<file path="config.mk">
export PLATFORM = sky130hd
export DESIGN_NAME = seq_controller
export DESIGN_NICKNAME = d
export VERILOG_FILES = /design/src/rtl/seq_ctrl_pkg.sv /design/src/rtl/seq_step_counter.sv /design/src/rtl/seq_controller.sv
export SDC_FILE = /design/constraint.sdc
export NUM_CORES = 1
export LEC_CHECK = 0
export CELL_PAD_IN_SITES_DETAIL_PLACEMENT = 0
export CELL_PAD_IN_SITES_GLOBAL_PLACEMENT = 1
export CORE_ASPECT_RATIO = 1.75
export CORE_UTILIZATION = 38
export DETAILED_ROUTE_END_ITERATION = 8
export GPL_ROUTABILITY_DRIVEN = 1
export HOLD_SLACK_MARGIN = 0.02
export PLACE_DENSITY_LB_ADDON = 0.1
export RECOVER_POWER = 50
export SLEW_MARGIN = 20
export SYNTH_ARGS = -nofsm -noshare
export SYNTH_HDL_FRONTEND = slang
export SYNTH_SLANG_ARGS = --single-unit
</file>
<file path="constraint.sdc">
create_clock -name clk -period 2.7 [get_ports clk]
set_input_delay 0.54 -clock clk [delete_from_list [all_inputs] [get_ports clk]]
set_output_delay 0.54 -clock clk [all_outputs]
set_load 0.01 [all_outputs]
</file>
<file path="src/rtl/seq_ctrl_pkg.sv">
// Shared types and constants for the datapath sequencer.
package seq_ctrl_pkg;

  localparam int unsigned MODE_W = 2;

  typedef enum logic [2:0] {
    ST_IDLE,
    ST_LOAD,
    ST_EXEC,
    ST_FINISH,
    ST_ERR
  } state_t;

  // Datapath select codes; SEL_WB is truncated to the select width at use.
  localparam int unsigned SEL_IDLE  = 0;
  localparam int unsigned SEL_LOAD  = 1;
  localparam int unsigned SEL_EXEC0 = 2;
  localparam logic [31:0] SEL_WB    = '1;

  // Flag bit positions.
  localparam int unsigned FLG_LAST = 0;
  localparam int unsigned FLG_MODE = 1;
  localparam int unsigned FLG_WB   = 2;

endpackage

</file>
<file path="src/rtl/seq_step_counter.sv">
// EXEC step counter: clamps and latches the run length, tracks the step index.
module seq_step_counter #(
  parameter int unsigned MAX_STEPS = 8,
  parameter int unsigned CNT_W     = 4
) (
  input  logic             clk,
  input  logic             reset,
  input  logic             load,
  input  logic             inc,
  input  logic [CNT_W-1:0] step_count,
  output logic [CNT_W-1:0] step_idx,
  output logic [CNT_W-1:0] n_l,
  output logic             last_c,
  output logic             last_nxt_c
);

  logic [CNT_W-1:0] n_clamp_c;
  logic [CNT_W-1:0] idx_nxt_c;
  logic [CNT_W-1:0] n_nxt_c;

  // Clamp request to 1..MAX_STEPS and form next index / length.
  always_comb begin
    n_clamp_c = step_count;
    if (step_count == '0) begin
      n_clamp_c = CNT_W'(1);
    end else if (step_count > CNT_W'(MAX_STEPS)) begin
      n_clamp_c = CNT_W'(MAX_STEPS);
    end
    idx_nxt_c = step_idx;
    if (load) begin
      idx_nxt_c = '0;
    end else if (inc) begin
      idx_nxt_c = step_idx + CNT_W'(1);
    end
    n_nxt_c    = load ? n_clamp_c : n_l;
    last_c     = (step_idx == (n_l - CNT_W'(1)));
    last_nxt_c = (idx_nxt_c == (n_nxt_c - CNT_W'(1)));
  end

  // Index and run-length registers.
  always_ff @(posedge clk or negedge reset) begin
    if (!reset) begin
      step_idx <= '0;
      n_l      <= '0;
    end else begin
      step_idx <= idx_nxt_c;
      n_l      <= n_nxt_c;
    end
  end

endmodule

</file>
<file path="src/rtl/seq_controller.sv">
// Datapath sequencer: IDLE -> LOAD -> EXEC x N -> FINISH, with sticky overflow trap.
module seq_controller
  import seq_ctrl_pkg::*;
#(
  parameter  int unsigned SEL_W     = 3,
  parameter  int unsigned FLAG_W    = 3,
  parameter  int unsigned MAX_STEPS = 8,
  localparam int unsigned CNT_W     = $clog2(MAX_STEPS + 1)
) (
  input  logic              clk,
  input  logic              reset,
  input  logic              start,
  input  logic              abort,
  input  logic              clear_err,
  input  logic              ovf,
  input  logic [MODE_W-1:0] mode,
  input  logic [CNT_W-1:0]  step_count,
  output logic [SEL_W-1:0]  sel,
  output logic [FLAG_W-1:0] flags,
  output logic [CNT_W-1:0]  step_idx,
  output logic              busy,
  output logic              done,
  output logic              error
);

  state_t            state_q;
  state_t            state_nxt_c;
  logic [MODE_W-1:0] mode_l;
  logic [MODE_W-1:0] mode_nxt_c;
  logic              load_c;
  logic              inc_c;
  logic              last_c;
  logic              last_nxt_c;
  logic [CNT_W-1:0]  n_l;
  logic [SEL_W-1:0]  sel_nxt_c;
  logic [FLAG_W-1:0] flags_nxt_c;
  logic              busy_nxt_c;
  logic              done_nxt_c;
  logic              error_nxt_c;

  seq_step_counter #(
    .MAX_STEPS (MAX_STEPS),
    .CNT_W     (CNT_W)
  ) u_step_counter (
    .clk        (clk),
    .reset      (reset),
    .load       (load_c),
    .inc        (inc_c),
    .step_count (step_count),
    .step_idx   (step_idx),
    .n_l        (n_l),
    .last_c     (last_c),
    .last_nxt_c (last_nxt_c)
  );

  // Next-state logic; abort beats ovf beats the normal transition.
  always_comb begin
    state_nxt_c = state_q;
    load_c      = 1'b0;
    inc_c       = 1'b0;
    case (state_q)
      ST_IDLE: begin
        if (start) begin
          state_nxt_c = ST_LOAD;
          load_c      = 1'b1;
        end
      end
      ST_LOAD: begin
        if (abort)    state_nxt_c = ST_IDLE;
        else if (ovf) state_nxt_c = ST_ERR;
        else          state_nxt_c = ST_EXEC;
      end
      ST_EXEC: begin
        if (abort)       state_nxt_c = ST_IDLE;
        else if (ovf)    state_nxt_c = ST_ERR;
        else if (last_c) state_nxt_c = ST_FINISH;
        else             inc_c = 1'b1;
      end
      ST_FINISH: state_nxt_c = ST_IDLE;
      ST_ERR: begin
        if (clear_err) state_nxt_c = ST_IDLE;
      end
      default: state_nxt_c = ST_IDLE;
    endcase
  end

  // Moore output decode from the next state so the outputs can be registered.
  always_comb begin
    mode_nxt_c  = load_c ? mode : mode_l;
    sel_nxt_c   = SEL_W'(SEL_IDLE);
    flags_nxt_c = '0;
    busy_nxt_c  = 1'b0;
    done_nxt_c  = 1'b0;
    error_nxt_c = 1'b0;
    case (state_nxt_c)
      ST_LOAD: begin
        sel_nxt_c  = SEL_W'(SEL_LOAD);
        busy_nxt_c = 1'b1;
      end
      ST_EXEC: begin
        sel_nxt_c             = SEL_W'(SEL_EXEC0) + SEL_W'(mode_nxt_c);
        flags_nxt_c[FLG_LAST] = last_nxt_c;
        flags_nxt_c[FLG_MODE] = mode_nxt_c[0];
        busy_nxt_c            = 1'b1;
      end
      ST_FINISH: begin
        sel_nxt_c             = SEL_W'(SEL_WB);
        flags_nxt_c[FLG_WB]   = 1'b1;
        flags_nxt_c[FLG_MODE] = mode_nxt_c[0];
        busy_nxt_c            = 1'b1;
        done_nxt_c            = 1'b1;
      end
      ST_ERR: error_nxt_c = 1'b1;
      default: ;
    endcase
  end

  // State, latched mode and registered outputs.
  always_ff @(posedge clk or negedge reset) begin
    if (!reset) begin
      state_q <= ST_IDLE;
      mode_l  <= '0;
      sel     <= '0;
      flags   <= '0;
      busy    <= 1'b0;
      done    <= 1'b0;
      error   <= 1'b0;
    end else begin
      state_q <= state_nxt_c;
      mode_l  <= mode_nxt_c;
      sel     <= sel_nxt_c;
      flags   <= flags_nxt_c;
      busy    <= busy_nxt_c;
      done    <= done_nxt_c;
      error   <= error_nxt_c;
    end
  end

endmodule
</file>
run_1/registers.png
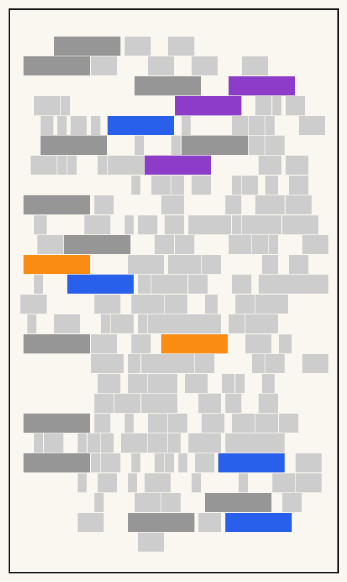
[flags] orange | sequential cells: 2
[u_step_counter.step_idx] blue | sequential cells: 4
[state_q] purple | sequential cells: 3
not coloured: 12
register area: 525.5 um2
Util after Layout: 59.16%
Seq/total area: 29.68%
power of the sequential group: 379 uW

run_1/gate_families.png
Scale bar: 10 um.
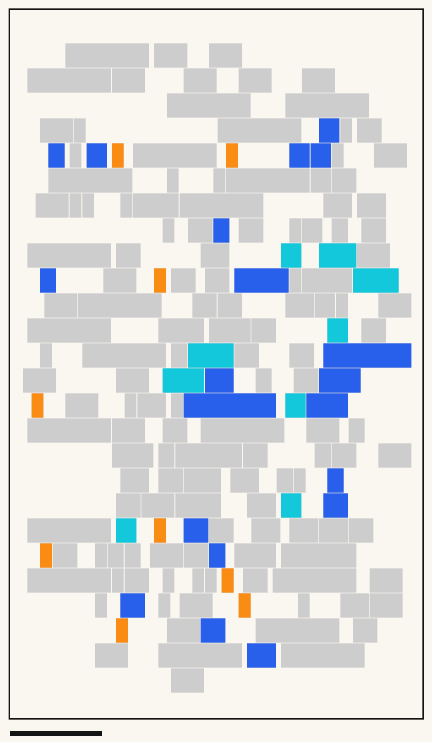
[inverting AOI/OAI gates] blue | cells: 20
[inverters] orange | cells: 9
[AND and OR gates] cyan | cells: 9
Non-Filler Instances: 214
logic share of the area: 38.80%
Commonest Layout Cell: buf_4

run_1/pins.png
Pins as bars across the die edge, other pins in grey.
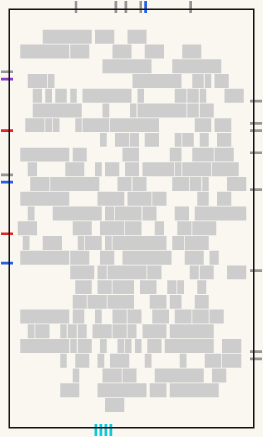
[reset] purple | pins: 1 | direction: input | edge: west
[flags] blue | pins: 3 | direction: output | edge: 2 west, 1 north
[step_count] cyan | pins: 4 | direction: input | edge: south
[mode] red | pins: 2 | direction: input | edge: west
die y size: 77.03 um
number of port buffers: 24
die width: 44.88 um

==> flow_summary_export.csv, run 1 <==
group,metric,value,unit
synthesis,adder_share,3.071,%
final_timing,fin_worst_skew,1.919,ps
die,io-pin-count,25,
route,wire_per_inst,13.55,um
synthesis,ys_sh_simple,24.05,%
critical_path,endpoint,"flags[0]",
layout,fillers,303,
synthesis,ys_sh_mux,3.378,%
layout,area_growth,44.83,%
critical_path,r2r_cells,9,
pwr,power,1003,uW
synthesis,ys_ff,21,
final_timing,slew_violations,0,
layout,drive_gt1_share,26.16,%
route,finalWirelength,2.899,mm
final_timing,setup_viol,0,
synthesis,ys_chip_area,1222,um2
global_routing,grt_max_degree,22,
route,drt-initial-drc-count,17,
die,rows,26,
synthesis,ys_sh_aoi,13.51,%
pwr,leakage,0.0007973,uW
synthesis,syn_inst,121,
clock_tree,clock_path_buffers,2,
status,status,"completed",
synthesis,ys_top_logic_family,"simple AND/OR/NAND/NOR gates",
critical_path,arrival,2790,ps
global_routing,antenna_found_initial,0,
die,core,2993,um2
pwr,p_switching,345.0,uW
run 1: synthesized netlist by cell type (all sizes together):
master and n:
nor3b 2, and3 2, and4bb 1, a21oi 3, o211ai 2, o22ai 2, nand3 5, xnor2 6
dfrtp 21, a2111oi 1, xnor3 1, mux2i 3, nor2 8, o21ai 4, and2 1, inv 9
or2 1, nor2b 1, buf 3, or4b 2, a21boi 1, or3 2, ha 3, nor4b 1
o311ai 1, o32ai 1, o31ai 1, a31oi 2, nor3 5, nand2b 2, o21a 1, nand2 16
mux2 1, a21o 1, xor2 3, a211oi 1, o21bai 1
run 1: sequential cells by signal (all words and copies together), names as in the netlist:
register / cells
flags: 2
u_step_counter.n_l: 4
sel: 3
mode_l: 2
busy: 1
done: 1
state_q: 3
u_step_counter.step_idx: 4
error: 1
run 1: worst max-delay path: cells and delay by family:
kind	cells	cell delay [ps]
AOI/OAI and AO/OA	1	340
and+or+nand+nor	5	1450
buffers and inverters	1	460
run 1: stage by stage:
step / hold WS [ps] / util, % / cell area [um2]
2_1_floorplan: 244.4 / - / 1222
3_3_place_gp: 481.7 / 55.10 / 1649
3_5_place_dp: 488.7 / 55.10 / 1649
4_1_cts: 509.1 / 57.98 / 1735
5_1_grt: 539.5 / 59.16 / 1770
6_report: 511.0 / 59.16 / 1770
run 1: kinds of logic (layout without fill, tap and decap cells):
family	count (synthesis)	in the layout
DFF	21	21
adders and majority gates	3	3
xor gates and xnor gates	10	10
and+or+nand+nor	49	49
AOI/OAI and AO/OA	22	22
muxes	4	4
buffers and inverters	12	63
run 1: final cells by class:
type / instances / area (um2) / share of cell area, %
tap: 42 / 52.55 / 2.968
sequential: 21 / 525.5 / 29.68
multi-input combinational: 88 / 686.9 / 38.80
clock inverter: 1 / 5.005 / 0.2827
inverter: 9 / 33.78 / 1.908
clock buffer: 3 / 41.29 / 2.332
timing repair buffer: 50 / 425.4 / 24.03
run 1: metal layers:
| layer | vias to the layer above | global-route usage [%] |
|---|---|---|
| met4 | 0 | 7.273 |
| met3 | 4 | 2.588 |
| met1 | 499 | 23.56 |
| met5 | - | 0 |
| li1 | 528 | - |
| met2 | 17 | 34.41 |
run 1: worst min path at each step:
| stage | depth (start not counted) | to | slack (ps) | startpoint |
|---|---|---|---|---|
| 3_5_place_dp | 2 | mode_l[1] | 490 | mode_l[1] |
| 4_1_cts | 2 | mode_l[1] | 510 | mode_l[1] |
| 6_report | 2 | mode_l[0] | 510 | mode_l[0] |
| 3_3_place_gp | 2 | mode_l[1] | 480 | mode_l[1] |
| 5_1_grt | 2 | mode_l[0] | 540 | mode_l[0] |
| 2_1_floorplan | 0 | busy | 240 | reset |
run 1: power groups by stage:
stage / Combinational (uW) / Sequential [uW] / Clock [uW]
6_report: 420 / 379 / 204
5_1_grt: 466 / 385 / 228
4_1_cts: 412 / 380 / 218
2_1_floorplan: 238 / 388 / 0
3_3_place_gp: 400 / 384 / 0
3_5_place_dp: 401 / 386 / 0
run 1: timing repair:
item,4_1_cts,5_1_grt
endpoints found under the setup margin,1,1
buffers inserted,2,3
gates resized,6,4
pin swaps,4,4
==> run 1 -> run 2 <==
- HOLD_SLACK_MARGIN: 0.02 -> not set
run_2/registers.png
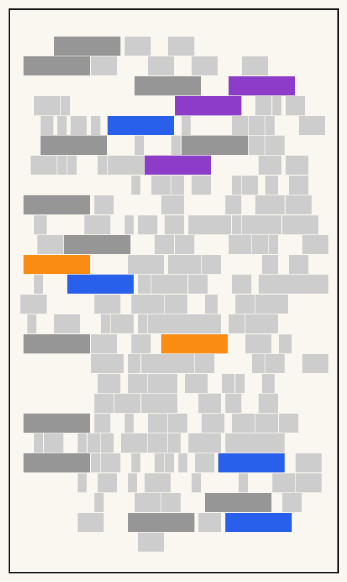

==> flow_summary_export.csv, run 2 <==
group,metric,value,unit
status,status,"completed",
final_timing,slew_violations,0,
synthesis,syn_inst,121,
hold_path,hold-path-endpoint,"mode_l[0]",
synthesis,synth-edff-count,0,
critical_path,arrival,2790,ps
final_timing,fin_worst_skew,1.919,ps
synthesis,ff_type,"dfrtp_1",
pwr,leakage,0.0007973,uW
hold_path,whs_path_depth,2,
route,drt-initial-drc-count,17,
global_routing,grt_max_degree,22,
layout,layout_top_cell,"buf_4",
critical_path,r2r_cells,9,
global_routing,grt_pass1_wl,5.043,mm
die,die_w,44.88,um
die,dieHeight,77.03,um
synthesis,synthArstFlopShare,100.0,%
clock_tree,clock_path_buffers,2,
hold_path,hp-start,"mode_l[0]",
layout,drive_gt1_share,26.16,%
synthesis,ys_chip_area,1222,um2
placement,postPlaceCellArea,1649,um2
synthesis,most_common_cell,"dfrtp_1",
layout,reg_top3,"u_step_counter.n_l: 4 flops, u_step_counter.step_idx: 4 flops",
die,core,2993,um2
die,rows,26,
route,finalWirelength,2.899,mm
synthesis,common_cells,"dfrtp_1, nand2_1, inv_1",
layout,fillers,303,
layout,final-comb-area,686.9,um2
synthesis,ys_cells,121,
layout,area_growth,44.83,%
route,wire_per_inst,13.55,um
layout,seq_area,525.5,um2
final_timing,setup_viol,0,
final_timing,fmax,380.4,MHz
global_routing,antenna_found_initial,0,
## run 2: cell counts in the layout (fill, tap and decap cells not counted)
No cell type changed its count.
## run 2: metal layers
layer,routed length (um),vias up,global-route usage (%)
met5,0,-,0
met2,1607,17,34.41
met4,40,0,7.273
met3,72,4,2.588
met1,1179,499,23.56
li1,-,528,-
## run 2: worst max-delay path, cell delays in order
cell and delay (ps):
clkdlybuf4s50_1 460, or4b_4 550, nand2_1 120, nand2_1 170
nor2_8 140, or4b_4 470, a2111oi_4 340
## run 2: cell families (layout without fill, tap and decap cells)
kind of cell / count (synthesis) / count (layout) / synth area share [%]
xor+xnor: 10 / 10 / 8.291
flops: 21 / 21 / 42.99
compound gates: 22 / 22 / 13.51
mux: 4 / 4 / 3.378
buf+inv: 12 / 63 / 4.708
fa+ha+maj: 3 / 3 / 3.071
simple gates: 49 / 49 / 24.05
## run 2: what timing repair did
item	4_1_cts	5_1_grt
pin swaps	4	4
resized	6	4
buffers inserted	2	3
endpoints found under the setup margin	1	1
endpoints found under the hold margin	0	0
## run 2: worst max path at each step
stage	from	end	slack, ps
2_1_floorplan	ovf	flags[0]	110
3_3_place_gp	ovf	flags[0]	-370
3_5_place_dp	ovf	flags[0]	-470
4_1_cts	start	flags[0]	30
5_1_grt	start	flags[0]	-20
6_report	start	flags[0]	70
## run 2: where the power goes
part	internal [uW]	leakage (uW)	switching, uW
combinational	203	0.000493	217
clock	103	0.0000255	101
sequential	352	0.000279	26.6
total	658	0.000797	345
## run 2: stage by stage
step / utilization, % / hold slack (ps) / power [uW] / std cells
2_1_floorplan: - / 244.4 / 625.9 / 121
3_3_place_gp: 55.10 / 481.7 / 783.4 / 205
3_5_place_dp: 55.10 / 488.7 / 787.5 / 205
4_1_cts: 57.98 / 509.1 / 1010 / 211
5_1_grt: 59.16 / 539.5 / 1078 / 214
6_report: 59.16 / 511.0 / 1003 / 214
## run 2: area by class of cell
class                      count  area share [%]
multi-input combinational     88           38.80
sequential                    21           29.68
timing repair buffer          50           24.03
tap                           42           2.968
clock buffer                   3           2.332
inverter                       9           1.908
clock inverter                 1          0.2827
Power is estimated from default activity; no workload was simulated.
